[src/rtl/dpram_pkg.sv]
// dpram_pkg: shared types and constants for the FIFO controller that sits
// in front of dual_port_ram.
//   - state_t       : controller FSM states (zero-fill, then normal run)
//   - DATA_WIDTH_DEF: default word width, must match dual_port_ram
//   - ADDR_WIDTH_DEF: default RAM address width
//   - depth_of()    : number of RAM words for a given address width
package dpram_pkg;

  typedef enum logic {
    ST_INIT = 1'b0,
    ST_RUN  = 1'b1
  } state_t;

  localparam int DATA_WIDTH_DEF = 8;
  localparam int ADDR_WIDTH_DEF = 6;

  function automatic int depth_of(input int aw);
    return 1 << aw;
  endfunction

endpackage

[src/rtl/dpram_fifo_ctrl.sv]
// dpram_fifo_ctrl: synchronous FIFO controller driving dual_port_ram.
// Port A of the RAM is the write port, port B the read port. After reset
// the RAM is zero-filled one word per cycle, then the block runs as a FIFO.
//
// Handshake: a push happens on a rising edge where wr_en=1 and full=0; a pop
// happens on a rising edge where rd_en=1 and empty=0. Requests while full or
// empty are dropped and latch the sticky overflow/underflow flags. A popped
// word appears on rd_data with rd_valid=1 in the cycle after the pop edge;
// there is no backpressure on the read side.
//
// Ports:
//   clk, rst          clock (rising edge), async active-high reset
//   wr_en, wr_data    push request and data
//   rd_en             pop request
//   flush             synchronous pointer/count/flag clear (RUN only)
//   rd_data, rd_valid popped word and its qualifier
//   full, empty       push / pop would be rejected
//   count             occupancy, 0..depth
//   init_done         zero-fill finished
//   overflow          sticky: push attempted while full
//   underflow         sticky: pop attempted while empty
//   state_dbg         current FSM state
//   ram_a, ram_addr_a, ram_data_a   RAM port A (write)
//   ram_b, ram_addr_b, ram_data_b   RAM port B (read only, write tied off)
//   ram_out_b         RAM port B registered read data
module dpram_fifo_ctrl
  import dpram_pkg::*;
#(
  parameter int data_width = DATA_WIDTH_DEF,
  parameter int addr_width = ADDR_WIDTH_DEF
) (
  input  logic                  clk,
  input  logic                  rst,
  input  logic                  wr_en,
  input  logic [data_width-1:0] wr_data,
  input  logic                  rd_en,
  input  logic                  flush,
  output logic [data_width-1:0] rd_data,
  output logic                  rd_valid,
  output logic                  full,
  output logic                  empty,
  output logic [addr_width:0]   count,
  output logic                  init_done,
  output logic                  overflow,
  output logic                  underflow,
  output state_t                state_dbg,
  output logic                  ram_a,
  output logic [addr_width-1:0] ram_addr_a,
  output logic [data_width-1:0] ram_data_a,
  output logic                  ram_b,
  output logic [addr_width-1:0] ram_addr_b,
  output logic [data_width-1:0] ram_data_b,
  input  logic [data_width-1:0] ram_out_b
);

  localparam int depth = depth_of(addr_width);
  localparam logic [addr_width:0]   depth_cnt = (addr_width+1)'(depth);
  localparam logic [addr_width-1:0] last_addr = addr_width'(depth - 1);

  state_t                state;
  logic [addr_width-1:0] init_ptr;
  logic [addr_width-1:0] wr_ptr;
  logic [addr_width-1:0] rd_ptr;
  logic                  run;
  logic                  push;
  logic                  pop;

  assign run = (state == ST_RUN);

  // init_done is registered and low for the whole zero-fill, so it forces
  // both full and empty during INIT without any extra state.
  assign full  = !init_done || (count == depth_cnt);
  assign empty = !init_done || (count == '0);

  // flush wins over push/pop in the same cycle.
  assign push = run && wr_en && !full  && !flush;
  assign pop  = run && rd_en && !empty && !flush;

  assign state_dbg = state;

  always_ff @(posedge clk or posedge rst) begin
    if (rst) begin
      state     <= ST_INIT;
      init_ptr  <= '0;
      wr_ptr    <= '0;
      rd_ptr    <= '0;
      count     <= '0;
      rd_valid  <= 1'b0;
      init_done <= 1'b0;
      overflow  <= 1'b0;
      underflow <= 1'b0;
    end else begin
      case (state)
        ST_INIT: begin
          rd_valid <= 1'b0;
          init_ptr <= init_ptr + 1'b1;
          if (init_ptr == last_addr) begin
            state     <= ST_RUN;
            init_done <= 1'b1;
          end
        end
        ST_RUN: begin
          if (flush) begin
            wr_ptr    <= '0;
            rd_ptr    <= '0;
            count     <= '0;
            rd_valid  <= 1'b0;
            overflow  <= 1'b0;
            underflow <= 1'b0;
          end else begin
            // Pointers are addr_width bits, so they wrap at depth for free.
            if (push) wr_ptr <= wr_ptr + 1'b1;
            if (pop)  rd_ptr <= rd_ptr + 1'b1;
            count    <= count + {{addr_width{1'b0}}, push}
                              - {{addr_width{1'b0}}, pop};
            rd_valid <= pop;
            if (wr_en && full)  overflow  <= 1'b1;
            if (rd_en && empty) underflow <= 1'b1;
          end
        end
        default: state <= ST_INIT;
      endcase
    end
  end

  // RAM port A: zero-fill sweep during INIT, FIFO writes during RUN.
  always_comb begin
    ram_a      = 1'b1;
    ram_addr_a = init_ptr;
    ram_data_a = '0;
    if (run) begin
      ram_a      = push;
      ram_addr_a = wr_ptr;
      ram_data_a = wr_data;
    end
  end

  // RAM port B: read only. The RAM registers its output, so the word
  // addressed at the pop edge shows up on ram_out_b in the next cycle,
  // exactly when rd_valid is high.
  assign ram_b      = 1'b0;
  assign ram_data_b = '0;
  assign ram_addr_b = rd_ptr;
  assign rd_data    = ram_out_b;

endmodule

[config.mk]
export PLATFORM = sky130hd
export DESIGN_NAME = dpram_fifo_ctrl
export DESIGN_NICKNAME = d
export VERILOG_FILES = /design/src/rtl/dpram_pkg.sv /design/src/rtl/dpram_fifo_ctrl.sv
export SDC_FILE = /design/constraint.sdc
export NUM_CORES = 1
export LEC_CHECK = 0
export CORE_UTILIZATION = 40
export DETAILED_ROUTE_END_ITERATION = 10
export MAX_ROUTING_LAYER = met4
export PLACE_DENSITY = 0.71
export SYNTH_ARGS = -nofsm -noshare
export SYNTH_HDL_FRONTEND = slang
export SYNTH_SLANG_ARGS = --single-unit
[constraint.sdc]
create_clock -name clk -period 3.8 [get_ports clk]
set_clock_uncertainty 0.1 [all_clocks]
set_input_delay 1.14 -clock clk [delete_from_list [all_inputs] [get_ports clk]]
set_output_delay 1.14 -clock clk [all_outputs]
set_load 0.05 [all_outputs]
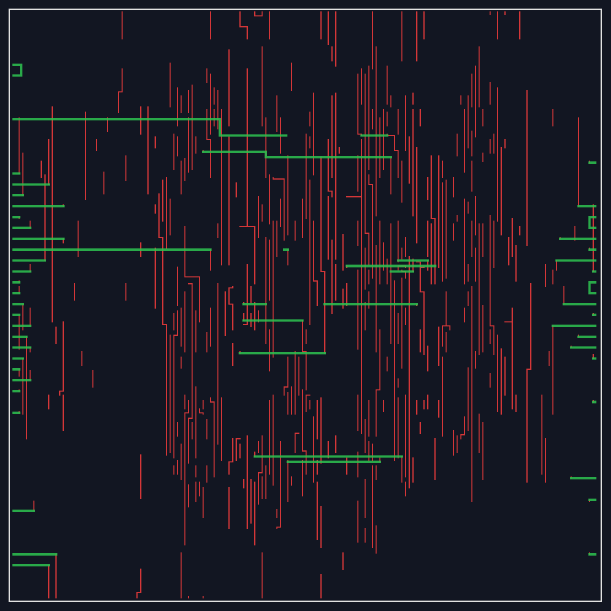
(run_1/wires.png)
(8 px per um) Two of the layers only.
metal 3: marked green, wire length 263 um. metal 2: marked red, wire length 2,150 um.
total wire length: 4.557 mm
detailed-route via count: 1,755
post-detailed-route wirelength per cell: 13.60 um
Total Routing Usage GR: 19.10%

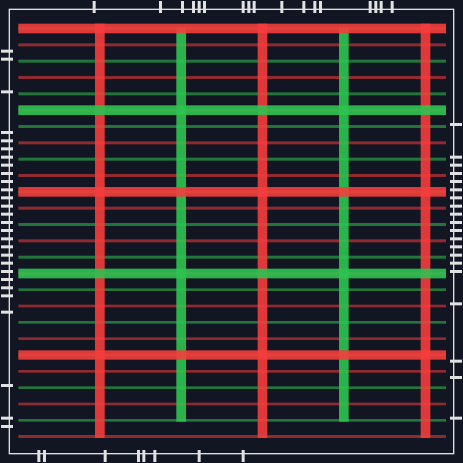
(run_1/power_grid.png)
(6 px per um) Pins as bars on the die edge.
VDD: marked green. VSS: marked red.
5 straps on met4. 5 straps on met5. The core has 25 rows. 73 signal pins sit on the boundary.
Floorplan Core Area: 4848 um2
die extent in y: 73.82 um
floorplan die width: 73.82 um
maximum VDD drop: 117.2 uV

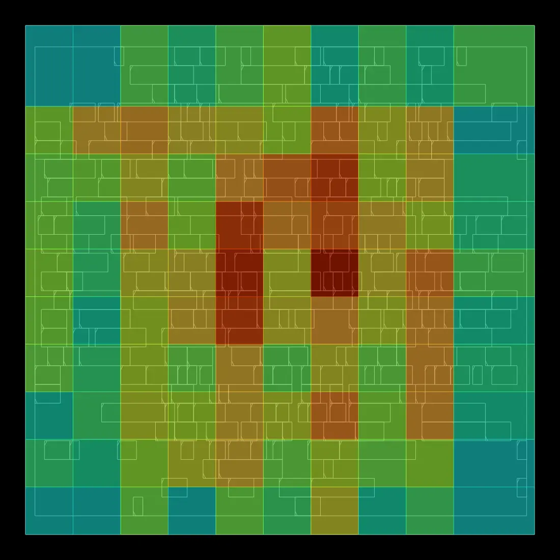
(run_1/congestion.png)
global-route track usage on met3: 4.115%
global routing usage on met1: 26.39%

==> ds_physical_params.txt, run 1 <==
Characteristics after synthesis and place and route

Parameter                              Value

Setup path
  Worst Path Class, Setup .................. primary input to output pin
  Setup slack on the worst flop-to-flop path .................. 540 ps
  Register-to-Register Path Depth .................. 15
  Library cell appearing most often on the critical path .................. sky130_fd_sc_hd__buf_4
  Required @ worst endpoint .................. 2560 ps
  CP Capture Type .................. output pin
  Max stage delay on crit path .................. 470 ps
  Peak fanout along the critical path .................. 11
  Launch point of the worst path .................. flush
  Worst-path cell chain .................. clkdlybuf4s50_1 -> buf_4 -> buf_4 -> o31ai_2 -> buf_12
  Slowest library cell on the worst path .................. sky130_fd_sc_hd__clkdlybuf4s50_1
  Cell type group with the largest total delay on the critical path .................. buffers and inverters
  Worst EP arrival .................. 2500 ps
  Logic depth of the worst path, buffers included .................. 5
  Crit Reg-Reg Endpoint .................. count[6]$_DFFE_PP0P_

Final layout
  Cell kind with the greatest summed area .................. logic gates
  Design area .................. 2867 um2
  Largest register by flop count .................. count
  Number of flip-flops in the largest register .................. 7
  Non-clk bufs .................. 64
  Ratio of cells with drive above 1 in the final layout .................. 19.40%
  Sequential cell count .................. 30
  Final Util .................. 59.12%
  Number of ordinary inverters in the final layout .................. 18
  Total inserted antenna cells .................. 0
  Multi-input gates .................. 148
  Final cell count without fillers .................. 335
  Most numerous logic cell after layout .................. sky130_fd_sc_hd__clkdlybuf4s50_1
  Seq area share .................. 26.19%
  Tally of filler cells in the layout .................. 405
  Proportion of cell area spent on the clock network .................. 4.976%
  NumNets Final .................. 301

Floorplan
  Chip area .................. 5449 um2
  Num tapcells .................. 67

Yosys
  Post-synth area hogs .................. sky130_fd_sc_hd__dfrtp_1 (36%), sky130_fd_sc_hd__ha_1 (7.3%), sky130_fd_sc_hd__buf_4 (6.2%)
  AND-OR/OR-AND share of the synthesized area .................. 21.04%
  Share of flip-flops with an asynchronous set or reset .................. 100.0%
  Number of flops mapped to enable cells by yosys .................. 0
  Prevailing logic family in the synthesized netlist .................. AND-OR/OR-AND gates
  #FFs+latches synth .................. 30
  Count leader, synth .................. sky130_fd_sc_hd__dfrtp_1
  Most common flop cell mapped by yosys .................. sky130_fd_sc_hd__dfrtp_1
  Area fraction in full adders, half adders and majority gates .................. 8.247%
  List of most frequent post-synthesis cells .................. sky130_fd_sc_hd__dfrtp_1 (30), sky130_fd_sc_hd__buf_4 (17), sky130_fd_sc_hd__inv_1 (17)
  Yosys synthesis chip area .................. 2063 um2
  Average instance area after synthesis .................. 9.732 um2
  Warnings, synthesis .................. 0
  Netlist area before placement .................. 2063 um2
  Area share of xor/xnor cells in the synthesized design .................. 3.396%
  Cells after synthesis .................. 212
  Basic-gate share of the synthesized area counting and, or, nand and nor cells .................. 16.13%
  Leading area contributor after synthesis .................. sky130_fd_sc_hd__dfrtp_1
  MUX share of area .................. 3.820%
  Post-synthesis cell count from yosys .................. 212

Global route
  Global-route track usage on met2 .................. 28.13%
  Total congestion overflow .................. 0
  Vias in the first global route .................. 1,655
  First-pass GRT wire length .................. 7.693 mm

Final timing
  Fin crit period .................. 3735 ps
  Setup TNS .................. 0 ps
  Final tally of hold violations .................. 0
  Count of final max-slew check failures .................. 0
  Pin slew with the least headroom to its limit .................. 520.0 ps
  Final worst-path setup slack .................. 64.89 ps
  Post-route fraction of the period consumed by the critical path .................. 98.29%
  RSZ-0062 raised after global routing .................. no
  Relative slew slack .................. 65.23%
  Setup-failing EPs final .................. 0
  Worst Hold Margin .................. 393.1 ps

Pwr
  Sequential power .................. 319 uW
  Clk pwr share .................. 52.1%
  Seq pwr share .................. 41.2%
  Final total power .................. 774.2 uW
  Main power group .................. the clock network
  Power in combinational cells .................. 51.2 uW
  Power drawn by the clock network .................. 404 uW
  Switching power summed over all nets .................. 158.2 uW
  Pwr Density .................. 270.1 nW/um2
  Net Sw Frac .................. 20.43%
  Leakage Power .................. 0.001317 uW
  Cell-internal power .................. 616.0 uW

Clock network
  Setup bufs post-CTS .................. 0
  Sink Count .................. 30
  Number of buffers on the longest clock path .................. 2
  Total CTS buffers .................. 5
  Clk pin slew, worst setup/hold paths .................. 70 ps
  TritonCTS clock tree .................. done
  Latency at later pin .................. 280 ps

Route
  Iteration count of the initial detailed-routing pass .................. 4
  WL met1 .................. 2.134 mm
  DR WL met2 .................. 2.146 mm
  Vias per cell .................. 5.239
  Number of DRC markers in iteration 0 .................. 144
  Uppermost routed layer .................. met4
  Antenna viol nets, final .................. 0

Worst hold path
  Capture endpoint of the worst hold path .................. init_ptr[2]$_DFFE_PP0N_
  Min-Delay Path Class .................. flop to flop

Outcome
  Status .................. completed

Place
  # port buffers .................. 47
  Dpl cells .................. 327
  Worst Setup Slack post-DPL .................. -134.9 ps

Flow run
  Max-cap violation count .................. 0
  Tally of OpenROAD warnings .................. 28
==> run_1/cell_density.png <==
(4 px per um) The die is cut into 7 by 7 equal tiles; white is low, dark blue is high, 0 to 100% covered.
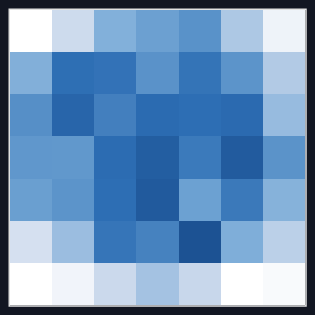

--- run 2 (diff from run 1) ---
--- a/config.mk
+++ b/config.mk
@@ -5,6 +5,7 @@
 export SDC_FILE = /design/constraint.sdc
 export NUM_CORES = 1
 export LEC_CHECK = 0
+export CORE_ASPECT_RATIO = 0.75
 export CORE_UTILIZATION = 40
 export DETAILED_ROUTE_END_ITERATION = 10
 export MAX_ROUTING_LAYER = met4
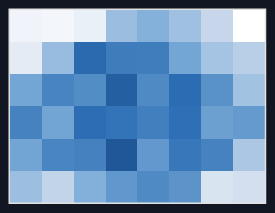
(run_2/cell_density.png)
(3 px per um) The die is cut into 8 by 6 equal tiles; white is low, dark blue is high, 0 to 100% covered.
The densest ninth of the die: centre. 10% of the tiles are over 75% full. The emptiest ninth of the die: north-west. The mean over all tiles is 50%.

==> ds_physical_params.txt, run 2 <==
Characteristics after synthesis and place and route

Parameter                              Value

Outcome
  Violated checks .................. design-rule violations
  Status .................. finished, violations left

Final layout
  Most numerous logic cell after layout .................. sky130_fd_sc_hd__clkdlybuf4s50_1
  Cell kind with the greatest summed area .................. logic gates
  Number of flip-flops in the largest register .................. 7 (unchanged)
  Non-clk bufs .................. 63 (-1.6%)
  Sequential cell count .................. 30 (unchanged)
  Proportion of cell area spent on the clock network .................. 3.396% (-1.6 points)
  Final Util .................. 56.83% (-2.3 points)
  Design area .................. 2800 um2 (-2.3%)
  Seq area share .................. 26.81% (+0.62 points)
  Final cell count without fillers .................. 327 (-2.4%)
  Total inserted antenna cells .................. 0 (unchanged)

Pwr
  Maximum VDD drop .................. 90.17 uV (-23%)
  Cell-internal power .................. 481.1 uW (-22%)
  Final total power .................. 638.2 uW (-18%)
  Leakage Power .................. 0.001290 uW (-2.1%)
  Power drawn by the clock network .................. 269 uW (-33%)
  Power in combinational cells .................. 50.0 uW (-2%)
  Main power group .................. sequential cells
  Seq pwr share .................. 50.0% (+8.8 points)

Clock network
  Total CTS buffers .................. 5 (unchanged)
  Latency at later pin .................. 280 ps (about the same)
  TritonCTS clock tree .................. done
  Number of buffers on the longest clock path .................. 2 (unchanged)
  Setup bufs post-CTS .................. 0 (unchanged)
  Clk pin slew, worst setup/hold paths .................. 60 ps (about the same)
  Sink Count .................. 30 (unchanged)

Final timing
  Pin slew with the least headroom to its limit .................. 645.0 ps (+125.0 ps)
  Worst Hold Margin .................. 393.9 ps (+0.7480 ps)
  Final tally of hold violations .................. 0 (unchanged)
  Setup TNS .................. 0 ps (unchanged)
  Final worst-path setup slack .................. 85.79 ps (+20.89 ps)
  Relative slew slack .................. 57.00% (-8.2 points)
  Post-route fraction of the period consumed by the critical path .................. 97.74% (-0.55 points)
  RSZ-0062 raised after global routing .................. yes

Yosys
  Count leader, synth .................. sky130_fd_sc_hd__dfrtp_1
  Cells after synthesis .................. 212 (unchanged)
  Area fraction in full adders, half adders and majority gates .................. 8.247% (unchanged)
  Average instance area after synthesis .................. 9.732 um2 (unchanged)
  List of most frequent post-synthesis cells .................. sky130_fd_sc_hd__dfrtp_1 (30), sky130_fd_sc_hd__buf_4 (17), sky130_fd_sc_hd__inv_1 (17)
  Yosys synthesis chip area .................. 2063 um2 (unchanged)
  Warnings, synthesis .................. 0 (unchanged)
  Post-synth area hogs .................. sky130_fd_sc_hd__dfrtp_1 (36%), sky130_fd_sc_hd__ha_1 (7.3%), sky130_fd_sc_hd__buf_4 (6.2%)
  Netlist area before placement .................. 2063 um2 (unchanged)
  AND-OR/OR-AND share of the synthesized area .................. 21.04% (unchanged)
  Number of flops mapped to enable cells by yosys .................. 0 (unchanged)
  Leading area contributor after synthesis .................. sky130_fd_sc_hd__dfrtp_1
  Basic-gate share of the synthesized area counting and, or, nand and nor cells .................. 16.13% (unchanged)
  MUX share of area .................. 3.820% (unchanged)
  Post-synthesis cell count from yosys .................. 212 (unchanged)

Setup path
  Launch point of the worst path .................. flush
  Worst EP arrival .................. 2470 ps (-30 ps)
  Worst-path cell chain .................. clkdlybuf4s50_1 -> buf_4 -> buf_4 -> o31ai_2 -> buf_12
  Slowest library cell on the worst path .................. sky130_fd_sc_hd__clkdlybuf4s50_1
  Crit Reg-Reg Endpoint .................. count[6]$_DFFE_PP0P_
  CP Capture Type .................. output pin

Route
  Number of DRC markers in iteration 0 .................. 95 (-34%)
  Vias per cell .................. 5.248 (+0.17%)
  Antenna viol nets, final .................. 0 (unchanged)
  DRC violation count after routing .................. 6
  WL met1 .................. 2.405 mm (+13%)
  DR WL met2 .................. 2.131 mm (-0.70%)
  Post-detailed-route wirelength per cell .................. 14.76 um (+8.5%)
  Iteration count of the initial detailed-routing pass .................. 8 (+4)

Global route
  First-pass GRT wire length .................. 8.362 mm (+8.7%)
  Global routing usage on met1 .................. 28.39% (+2.0 points)
  Total congestion overflow .................. 0 (unchanged)
  Global-route track usage on met3 .................. 4.005% (-0.11 points)
  Global-route track usage on met2 .................. 29.98% (+1.8 points)

Place
  Dpl cells .................. 319 (-2.4%)

Floorplan
  Floorplan Core Area .................. 4927 um2 (+1.6%)
  Chip area .................. 5453 um2 (about the same)

Worst hold path
  Capture endpoint of the worst hold path .................. init_ptr[5]$_DFFE_PP0N_
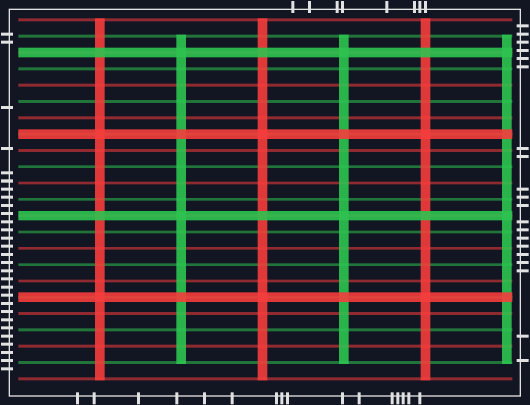
(run_2/power_grid.png)
(6 px per um) Pins as bars on the die edge.
VDD: marked green. VSS: marked red.
73 signal pins sit on the boundary. The core has 22 rows. 6 straps on met4.

==> run_2/wires.png <==
(6 px per um) Two of the layers only.
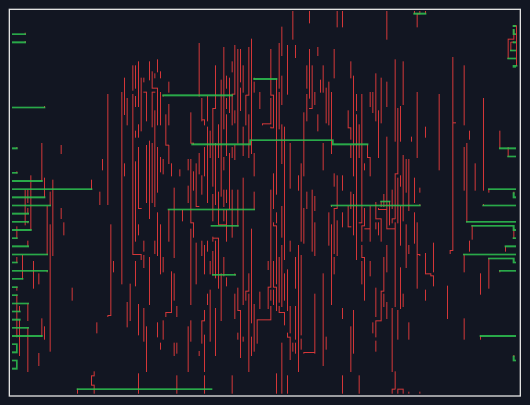

--- run 3 (diff from run 2) ---
--- a/config.mk
+++ b/config.mk
@@ -6,10 +6,10 @@
 export NUM_CORES = 1
 export LEC_CHECK = 0
 export CORE_ASPECT_RATIO = 0.75
-export CORE_UTILIZATION = 40
+export CORE_UTILIZATION = 45
 export DETAILED_ROUTE_END_ITERATION = 10
 export MAX_ROUTING_LAYER = met4
-export PLACE_DENSITY = 0.71
+export PLACE_DENSITY = 0.79
 export SYNTH_ARGS = -nofsm -noshare
 export SYNTH_HDL_FRONTEND = slang
 export SYNTH_SLANG_ARGS = --single-unit
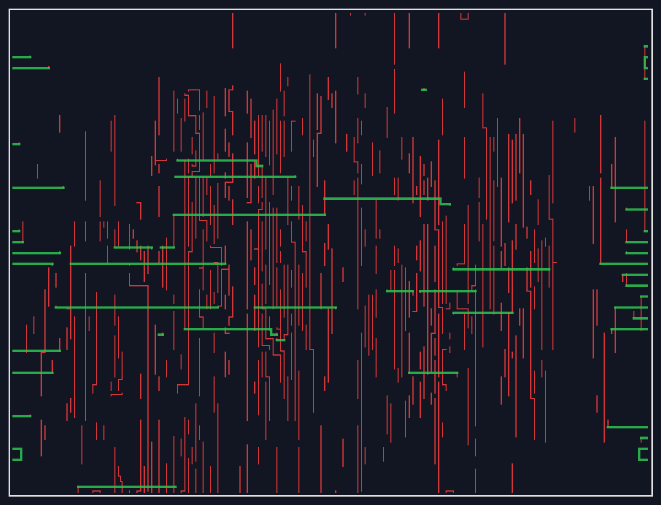
(run_3/wires.png)
(8 px per um) Two of the layers only.
metal 2: marked red, wire length 2,110 um. metal 3: marked green, wire length 265 um.
total wire length: 4.993 mm
detailed-route via count: 1,782

==> ds_physical_params.txt, run 3 <==
Characteristics after synthesis and place and route

Parameter                              Value

Final layout
  Sequential cell count .................. 30 (unchanged)
  Share of the final layout cell area in multi-input gates .................. 40.61%
  Area of combinational cells with multiple inputs .................. 1141 um2
  Area growth, synth to finish .................. 36.20%
  Clock tree buffer count of the final layout .................. 7
  Ratio of cells with drive above 1 in the final layout .................. 19.78%
  Combined flip-flop and latch cell area .................. 750.7 um2
  Design area .................. 2810 um2 (+0.36%)
  Seq area share .................. 26.71% (-0.095 points)
  Final cell count without fillers .................. 323 (-1.2%)
  Multi-input gates .................. 148
  Top cells excl fill/tap .................. sky130_fd_sc_hd__clkdlybuf4s50_1 (37), sky130_fd_sc_hd__dfrtp_1 (30), sky130_fd_sc_hd__inv_1 (17), sky130_fd_sc_hd__buf_4 (17), sky130_fd_sc_hd__ha_1 (12)
  Portion of the layout cell area used by non-clock buffers .................. 24.58%
  Tally of filler cells in the layout .................. 353
  Number of flip-flops in the largest register .................. 7 (unchanged)
  Final Util .................. 66.45% (+9.6 points)
  Non-clk bufs .................. 64 (+1.6%)
  Total inserted antenna cells .................. 0 (unchanged)
  Proportion of cell area spent on the clock network .................. 3.250% (-0.15 points)
  Cell kind with the greatest summed area .................. logic gates
  Most numerous logic cell after layout .................. sky130_fd_sc_hd__clkdlybuf4s50_1

Yosys
  Cells after synthesis .................. 212 (unchanged)
  Area fraction in full adders, half adders and majority gates .................. 8.247% (unchanged)
  Basic-gate share of the synthesized area counting and, or, nand and nor cells .................. 16.13% (unchanged)
  MUX share of area .................. 3.820% (unchanged)
  Post-synth area hogs .................. sky130_fd_sc_hd__dfrtp_1 (36%), sky130_fd_sc_hd__ha_1 (7.3%), sky130_fd_sc_hd__buf_4 (6.2%)
  Average instance area after synthesis .................. 9.732 um2 (unchanged)
  Count leader, synth .................. sky130_fd_sc_hd__dfrtp_1
  List of most frequent post-synthesis cells .................. sky130_fd_sc_hd__dfrtp_1 (30), sky130_fd_sc_hd__buf_4 (17), sky130_fd_sc_hd__inv_1 (17)
  Netlist area before placement .................. 2063 um2 (unchanged)
  Number of flops mapped to enable cells by yosys .................. 0 (unchanged)
  Warnings, synthesis .................. 0 (unchanged)
  Tally of unique sky130hd cells used after synthesis .................. 55
  Leading area contributor after synthesis .................. sky130_fd_sc_hd__dfrtp_1
  Yosys synthesis chip area .................. 2063 um2 (unchanged)
  Top-area cell share .................. 36.39%
  Post-synthesis cell count from yosys .................. 212 (unchanged)
  Share of flip-flops with an asynchronous set or reset .................. 100.0%
  Area share of xor/xnor cells in the synthesized design .................. 3.396%
  AND-OR/OR-AND share of the synthesized area .................. 21.04% (unchanged)

Pwr
  Leakage Power .................. 0.001300 uW (+0.79%)
  Final total power .................. 636.9 uW (-0.20%)
  Seq pwr share .................. 50.1% (about the same)
  Pwr Density .................. 226.6 nW/um2
  Clk pwr share .................. 41.7%
  Maximum VDD drop .................. 135.0 uV (+50%)
  Power drawn by the clock network .................. 266 uW (about the same)
  Power in combinational cells .................. 51.7 uW (+3%)
  Switching power summed over all nets .................. 154.2 uW
  Main power group .................. sequential cells
  Cell-internal power .................. 482.7 uW (+0.33%)

Floorplan
  Chip area .................. 4862 um2 (-11%)
  Rows .................. 20
  Starting Density .................. 48.79%
  Floorplan Core Area .................. 4229 um2 (-14%)
  Number of I/O pins .................. 73

Clock network
  Number of buffers on the longest clock path .................. 2 (unchanged)
  Total CTS buffers .................. 5 (unchanged)
  CTS hold repair buffers .................. 0
  TritonCTS clock tree .................. done
  Sink Count .................. 30 (unchanged)
  Clk pin slew, worst setup/hold paths .................. 60 ps (about the same)
  Setup bufs post-CTS .................. 0 (unchanged)
  Latency at later pin .................. 280 ps (about the same)

Final timing
  Pin slew with the least headroom to its limit .................. 503.6 ps (-141.4 ps)
  Maximum operating frequency .................. 269.7 MHz
  Final tally of hold violations .................. 0 (unchanged)
  Worst Hold Margin .................. 393.1 ps (-0.7740 ps)
  Setup TNS .................. 0 ps (unchanged)
  RSZ-0062 raised after global routing .................. no
  Final worst-path setup slack .................. 92.35 ps (+6.562 ps)
  Post-route fraction of the period consumed by the critical path .................. 97.57% (-0.17 points)
  Setup-failing EPs final .................. 0
  Relative slew slack .................. 66.32% (+9.3 points)
  Count of final max-slew check failures .................. 0

Global route
  Global-route track usage on met2 .................. 32.11% (+2.1 points)
  Global-route track usage on met3 .................. 4.511% (+0.51 points)
  Global routing usage on met1 .................. 35.57% (+7.2 points)
  First-pass GRT wire length .................. 8.328 mm (-0.41%)
  Total congestion overflow .................. 0 (unchanged)
  Pin count of the biggest net entering global routing .................. 31

Setup path
  Reg-to-reg critical path startpoint .................. count[5]$_DFFE_PP0P_
  CP Capture Type .................. output pin
  Worst EP arrival .................. 2470 ps (about the same)
  Max stage delay on crit path .................. 480 ps
  Launch point of the worst path .................. flush
  Setup crit start kind .................. primary input
  Library cell appearing most often on the critical path .................. sky130_fd_sc_hd__buf_4
  Worst-path cell chain .................. clkdlybuf4s50_1 -> buf_4 -> buf_4 -> o31ai_2 -> buf_12
  Slowest library cell on the worst path .................. sky130_fd_sc_hd__clkdlybuf4s50_1
  Cell type group with the largest total delay on the critical path .................. buffers and inverters
  Required @ worst endpoint .................. 2560 ps
  Crit Reg-Reg Endpoint .................. count[6]$_DFFE_PP0P_

Route
  Vias per cell .................. 5.517 (+5.1%)
  Number of DRC markers in iteration 0 .................. 70 (-26%)
  DRC violation count after routing .................. 0 (-6)
  Post-detailed-route wirelength per cell .................. 15.46 um (+4.7%)
  Iteration count of the initial detailed-routing pass .................. 4 (-4)
  Antenna viol nets, final .................. 0 (unchanged)
  WL met1 .................. 2.557 mm (+6.3%)
  DR WL met2 .................. 2.107 mm (-1.1%)

Flow run
  Tally of OpenROAD warnings .................. 28
  Max-cap violation count .................. 0

Place
  Gp weighted congestion .................. 0.8496
  Sum of net half-perimeters after detailed placement .................. 3.805 mm
  Dpl cells .................. 314 (-1.6%)

Outcome
  Status .................. completed

Worst hold path
  Capture endpoint of the worst hold path .................. init_ptr[2]$_DFFE_PP0N_
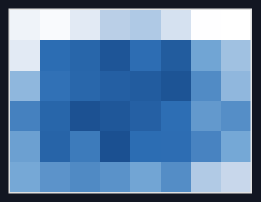
(run_3/cell_density.png)
(3 px per um) The die is cut into 8 by 6 equal tiles; white is low, dark blue is high, 0 to 100% covered.
35% of the tiles are over 75% full. The fullest tile reaches 87%. The mean over all tiles is 56%.


==> notes/layouts.md <==
Pictures saved along the way, in no particular order.

Routed clock nets over the placement.
shot_01.png
(8 px per um)
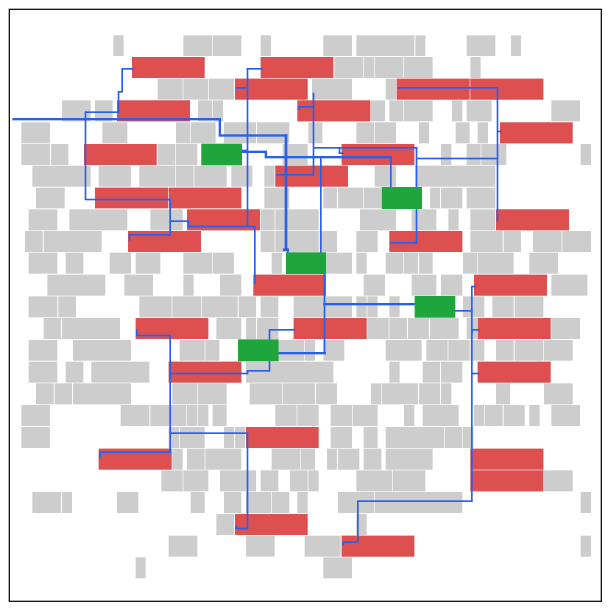
shot_02.png
(6 px per um)
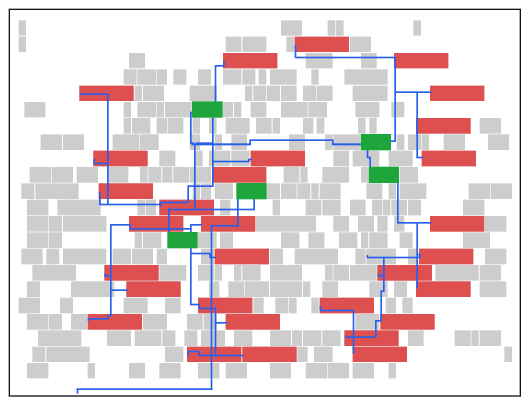
shot_03.png
(8 px per um)
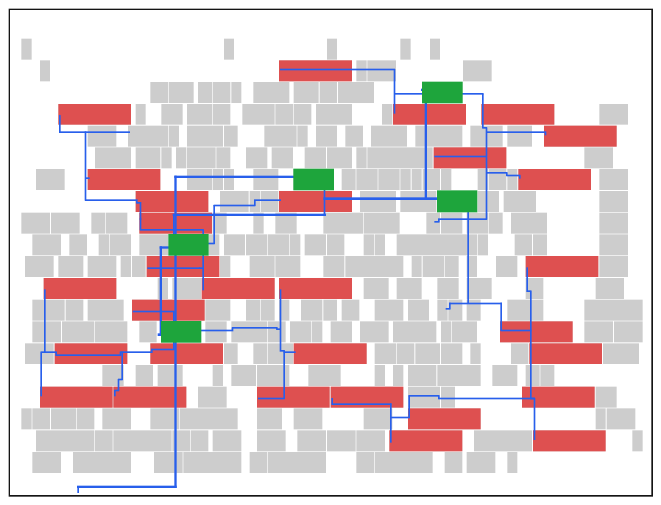
- run 3 = shot_03.png
- run 1 = shot_01.png
- run 2 = shot_02.png

Key to shot_01.png:
clock wires: marked blue, length 429 um. flip-flops: marked red, count 30. clock drivers: marked green, count 5.
Position of the flops: spread over the die. There are 6 routed clock nets.

Power is estimated from default activity; no workload was simulated.
